Figure 1. Met1 routing.
Scale bar: 50 um. Supply wires on this layer in grey.
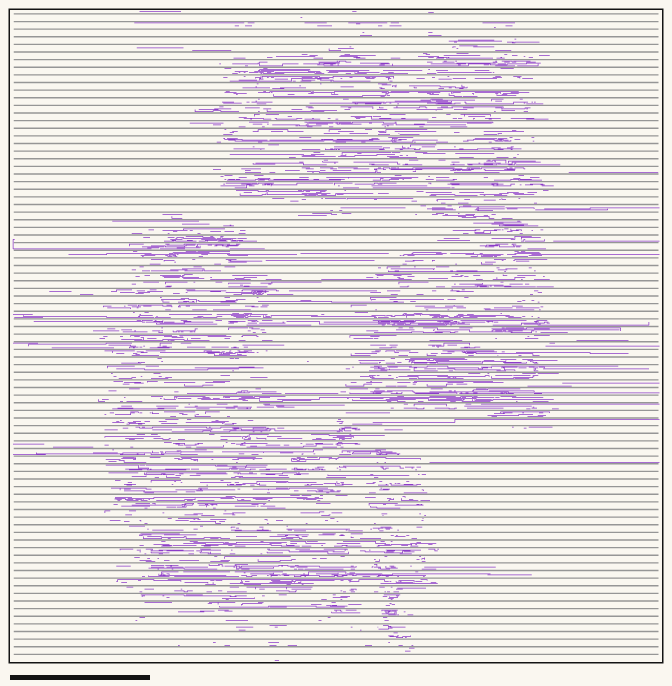
Figure 2. The metal 2 layer.
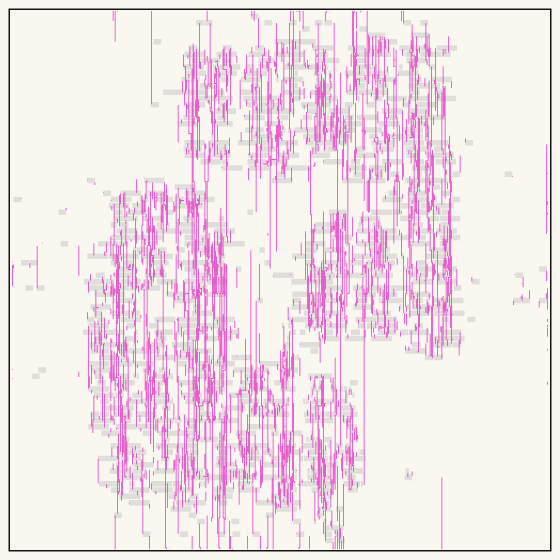
Figure 3. Metal 3.
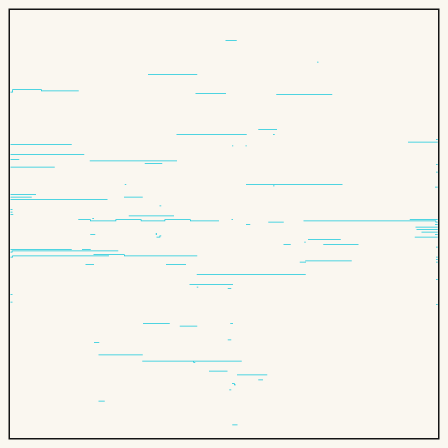
Figure 4. Signal wires on met4.
Scale bar: 50 um. Supply wires on this layer in grey.
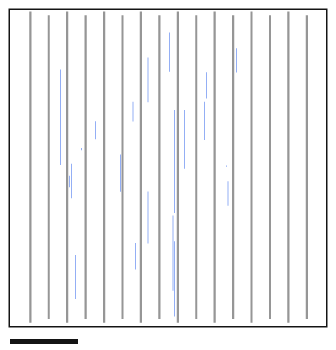
Figure 5. Routing congestion map.
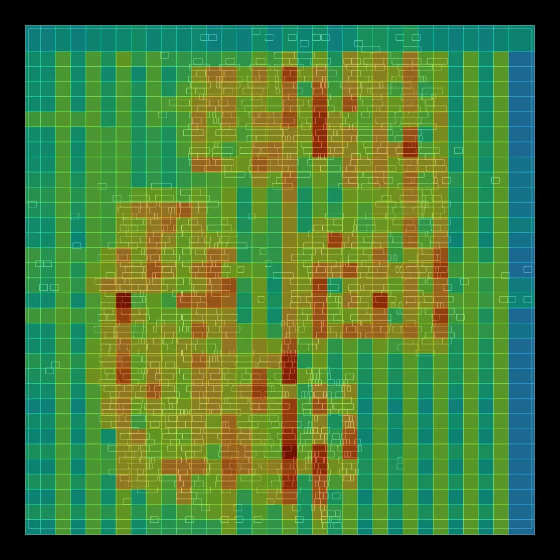
===== src/rtl/ring_fifo_pkg.sv =====
// Shared width helpers and flag computation for ring_fifo and its counters.
package ring_fifo_pkg;

  typedef struct packed {
    logic full;
    logic empty;
  } flags_t;

  function automatic int unsigned ptr_width_of(input int unsigned n);
    return (n < 2) ? 1 : $clog2(n);
  endfunction

  function automatic int unsigned ctr_width_of(input int unsigned n);
    return ptr_width_of(n) + 1;
  endfunction

  // occ is (E - D) mod 2^CTR_WIDTH; for a power-of-two depth, occ == n is
  // exactly "MSBs differ and pointers equal".
  function automatic flags_t calc_flags(input logic [31:0] occ, input int unsigned n);
    flags_t f;
    f.full  = (occ == 32'(n));
    f.empty = (occ == '0);
    return f;
  endfunction

endpackage


===== src/rtl/ring_fifo_up_counter.sv =====
// Wrap-around up-counter with synchronous load, built on a plain enable register.
module ring_fifo_reg #(
  parameter int unsigned WIDTH = 4
) (
  input  logic             clk,
  input  logic             rst_aL,
  input  logic             en,
  input  logic [WIDTH-1:0] din,
  output logic [WIDTH-1:0] dout
);

  always_ff @(posedge clk or posedge rst_aL) begin
    if (rst_aL)  dout <= '0;
    else if (en) dout <= din;
  end

endmodule

module up_counter #(
  parameter int unsigned WIDTH = 4
) (
  input  logic             clk,
  input  logic             rst_aL,
  input  logic             inc,
  input  logic             load,
  input  logic [WIDTH-1:0] load_val,
  output logic [WIDTH-1:0] dout
);

  logic [WIDTH-1:0] next_val;

  always_comb begin
    next_val = dout;
    if (load)     next_val = load_val;
    else if (inc) next_val = dout + WIDTH'(1);
  end

  ring_fifo_reg #(.WIDTH(WIDTH)) counter_reg (
    .clk    (clk),
    .rst_aL (rst_aL),
    .en     (load | inc),
    .din    (next_val),
    .dout   (dout)
  );

endmodule


===== src/rtl/ring_fifo.sv =====
// Circular-buffer FIFO with valid/ready on both sides.
// Define RING_FIFO_INIT_EN to add the synchronous init state-load ports.
module ring_fifo
  import ring_fifo_pkg::*;
#(
  parameter  int unsigned N_ENTRIES   = 8,
  parameter  int unsigned ENTRY_WIDTH = 32,
  localparam int unsigned PTR_WIDTH   = ptr_width_of(N_ENTRIES),
  localparam int unsigned CTR_WIDTH   = ctr_width_of(N_ENTRIES)
) (
  input  logic                   clk,
  input  logic                   rst_aL,
  output logic                   enq_ready,
  input  logic                   enq_valid,
  input  logic [ENTRY_WIDTH-1:0] enq_data,
  input  logic                   deq_ready,
  output logic                   deq_valid,
  output logic [ENTRY_WIDTH-1:0] deq_data,
  output logic [CTR_WIDTH-1:0]   count
`ifdef RING_FIFO_INIT_EN
  ,
  input  logic                                   init,
  input  logic [N_ENTRIES-1:0][ENTRY_WIDTH-1:0]  init_entry_reg_state,
  input  logic [CTR_WIDTH-1:0]                   init_enq_up_counter_state,
  input  logic [CTR_WIDTH-1:0]                   init_deq_up_counter_state
`endif
);

  logic [CTR_WIDTH-1:0]   enq_ctr;
  logic [CTR_WIDTH-1:0]   deq_ctr;
  logic [CTR_WIDTH-1:0]   occ;
  logic [PTR_WIDTH-1:0]   enq_ptr;
  logic [PTR_WIDTH-1:0]   deq_ptr;
  logic [ENTRY_WIDTH-1:0] entry [N_ENTRIES];
  flags_t                 flags;
  logic                   enq_fire;
  logic                   deq_fire;
  logic                   load;
  logic [CTR_WIDTH-1:0]   enq_load_val;
  logic [CTR_WIDTH-1:0]   deq_load_val;

`ifdef RING_FIFO_INIT_EN
  assign load         = init;
  assign enq_load_val = init_enq_up_counter_state;
  assign deq_load_val = init_deq_up_counter_state;
`else
  assign load         = 1'b0;
  assign enq_load_val = '0;
  assign deq_load_val = '0;
`endif

  assign enq_ptr = enq_ctr[PTR_WIDTH-1:0];
  assign deq_ptr = deq_ctr[PTR_WIDTH-1:0];
  assign occ     = enq_ctr - deq_ctr;
  assign flags   = calc_flags(32'(occ), N_ENTRIES);

  assign enq_ready = !flags.full;
  assign deq_valid = !flags.empty;
  assign deq_data  = entry[deq_ptr];
  assign count     = occ;

  assign enq_fire = enq_valid && enq_ready && !load;
  assign deq_fire = deq_valid && deq_ready && !load;

  up_counter #(.WIDTH(CTR_WIDTH)) enq_up_counter (
    .clk      (clk),
    .rst_aL   (rst_aL),
    .inc      (enq_fire),
    .load     (load),
    .load_val (enq_load_val),
    .dout     (enq_ctr)
  );

  up_counter #(.WIDTH(CTR_WIDTH)) deq_up_counter (
    .clk      (clk),
    .rst_aL   (rst_aL),
    .inc      (deq_fire),
    .load     (load),
    .load_val (deq_load_val),
    .dout     (deq_ctr)
  );

  always_ff @(posedge clk or posedge rst_aL) begin
    if (rst_aL) begin
      for (int unsigned i = 0; i < N_ENTRIES; i++) entry[i] <= '0;
    end else begin
`ifdef RING_FIFO_INIT_EN
      if (init) begin
        for (int unsigned i = 0; i < N_ENTRIES; i++) entry[i] <= init_entry_reg_state[i];
      end else if (enq_fire) begin
        entry[enq_ptr] <= enq_data;
      end
`else
      if (enq_fire) entry[enq_ptr] <= enq_data;
`endif
    end
  end

endmodule


===== config.mk =====
export PLATFORM = sky130hd
export DESIGN_NAME = ring_fifo
export DESIGN_NICKNAME = d
export VERILOG_FILES = /design/src/rtl/ring_fifo_pkg.sv /design/src/rtl/ring_fifo_up_counter.sv /design/src/rtl/ring_fifo.sv
export SDC_FILE = /design/constraint.sdc
export NUM_CORES = 1
export LEC_CHECK = 0
export CORE_UTILIZATION = 23
export DETAILED_ROUTE_END_ITERATION = 12
export RECOVER_POWER = 25
export SETUP_SLACK_MARGIN = 0.05
export SKIP_LAST_GASP = 1
export SLEW_MARGIN = 20
export SYNTH_ARGS = -nofsm -noshare
export SYNTH_HDL_FRONTEND = slang
export SYNTH_HIERARCHICAL = 1
export SYNTH_SLANG_ARGS = --single-unit

===== constraint.sdc =====
create_clock -name clk -period 13.7 [get_ports clk]
set_input_delay 2.055 -clock clk [delete_from_list [all_inputs] [get_ports clk]]
set_output_delay 2.055 -clock clk [all_outputs]
set_load 0.02 [all_outputs]

==> run_results.csv <==
group,metric,value,unit
clock_tree,worstSkewPairLatency,0.55,ns
drt,top_layer_used,"met5",
drt,drtIter0Drc,350,
flow_run,maxCapViolations,2,
drt,via_per_inst,4.30,
placed_design,place.gp.congestion,0.673,
layout,reg_top3,"entry x256, deq_up_counter/counter_reg/dout x4, enq_up_counter/counter_reg/dout x4",
placed_design,dpl.cell_count,1556,
yosys,logic_family,"multiplexers",
drt,drc,0,
layout,logic_area,5380,um2
yosys,syn_area_per_cell,15.2,um2
drt,wl_met1,13600,um
timing,setup_viol,0,
floorplanning,dieArea,54100,um2
layout,buf_share,0.0583,
power,comb-power,0.00177,W
clock_tree,post_cts.repair.setup_buffers,0,
yosys,aoi_share,0.00327,
layout,comb_cells,506,
clock_tree,cts_buffer_depth,3,
critical_path,rr_worst_depth,9,
layout,fillers,5353,
timing,max_freq,154,MHz
layout,areaGrowthSynthToFinish,19.9,%
critical_path,cp-startpoint,"deq_up_counter/counter_reg/dout[0]",
floorplanning,fp_util,0.233,
clock_tree,cts_tree,"yes",
layout,buffers,90,
critical_path,crit_end,"deq_data[28]",
critical_path,path_depth,5,
timing,skew,0.0101,ns
global_routing,use_met2,0.181,
layout,largest_class,"registers",
global_routing,grt_max_degree,104,
layout,fin_area,14700,um2
yosys,synth-edff-count,0,
critical_path,crit_fanout,40,
drt,dr_wl_met3,1270,um
power,power.group.top,"combinational logic",
clock_tree,clkSlewWorstSetupHoldPaths,0.06,ns
yosys,netlist_area,12200,um2
clock_tree,cts_root_buffer,"clkbuf_16",
global_routing,antenna_found_initial,3,
power,swShare,0.340,
drt,wl_met2,13700,um
critical_path,crit_top_cell,"nand2_1",
yosys,yosys.area.top_type,"dfrtp_1",
clock_tree,cts_hold_buffers,0,
yosys,synth-adder-area-share,0.00675,
critical_path,crit_path_top_delay_cell,"dfrtp_1",
timing,rsz0062_at_grt,"false",
timing,max_slew_margin,-2.18,
global_routing,grt_overflow,0,
power,ir_drop,0.0000973,V
layout,fin_cells,1612,
clock_tree,cts_resized,0,
power,power_leakage,6.08,nW
yosys,ys_ff,264,
yosys,ys_sh_xor,0.00573,
layout,nNetsFinal,942,
power,p_int,0.00260,W
placed_design,dp_slack,8.53,ns
critical_path,crit_buf_inv,2,
floorplanning,nWellTaps,688,
timing,worst_slew_pin_slew,4.74,ns
placed_design,dpl_cell_area,13800,um2
timing,min_period,6.47,ns
global_routing,grt_pass1_wl,46600,um
timing,tns,0,ns
timing,finalWorstSetupSlack,7.23,ns
critical_path,crit_path_cell_trace,"buf_4 > mux4_2 > nand2_1 > nand2_1 > clkdlybuf4s50_1",
layout,final_common_cell,"dfrtp_1",
placed_design,hpwl,17000,um
floorplanning,die_x,233,um
yosys,synth_cell_types,35,
worst_hold_path,holdPathEnd,"entry[159]",
layout,largest_register_ffs,256,
layout,antenna_cells,2,
yosys,synth_top_cell_by_count,"dfrtp_1",
global_routing,grt_pass1_vias,7638,
layout,clk_share,0.0625,
power,power_sequential,0.00142,W
clock_tree,cts_sinks,264,
critical_path,required,11.64,ns
floorplanning,die_h,233,um
floorplanning,core,52600,um2
critical_path,cp.arrival,4.42,ns
critical_path,r2r_start,"deq_up_counter/counter_reg/dout[0]",
layout,final_layout_size_suffix_gt1_frac,0.431,
timing,finalMaxSlewViolations,135,
layout,sh_seq_area,0.451,
status,violations,"max-capacitance violations, max-slew violations",
critical_path,worst-setup-path-type,"register to output port",
power,pwr_density_cell,269,nW/um2
timing,fin_crit_sh,0.473,
critical_path,cp_top_family,"flip-flops",
timing,finalHoldWorstSlack,0.485,ns
power,p_seq_frac,0.359,
yosys,ys_chip_area,12200,um2
timing,hold_violations,0,
critical_path,start_kind,"register",
drt,wire_per_inst,18.2,um
power,switchingPower,0.00134,W
yosys,synth-async-reset-ratio,1.00,
power,power,0.00394,W
layout,seq_area,6610,um2
drt,postRouteAntennaNets,0,
critical_path,r2r-end,"entry[152]",
global_routing,track_usage,0.113,
critical_path,crit_path_end_kind,"output port",
flow_run,warnings,29,
layout,regMostFlops,"entry",
yosys,ys_cells,802,
clock_tree,cts_made_buffers,29,
status,status,"finished, violations left",
power,pwr-share-comb,0.450,
layout,comb-cell-share,0.367,
yosys,ys_seq_share,0.540,
Notes on Figure 1 above:
longest straight run = 81.9 um
wire length on this layer = 13600 um
share of all routed wire = 47%
drt total wl: 29300 um
routed vias: 6930
GR Layer Usage met1: 0.153

Notes on Figure 2 above:
longest straight run = 94.9 um
share of all routed wire = 47%
nets with wire on the layer = 865
wire length on this layer = 13700 um

Notes on Figure 3 above:
nets with wire on the layer = 52
longest straight run = 71.8 um
wire length on this layer = 1270 um
share of all routed wire = 4.3%
main direction = horizontal
met3 Use GR: 0.0227

Notes on Figure 4 above:
main direction = vertical
nets with wire on the layer = 10

Notes on Figure 5 above:
final core utilization: 0.279
GR peak layer: met2

Power and IR drop assume default switching activity.
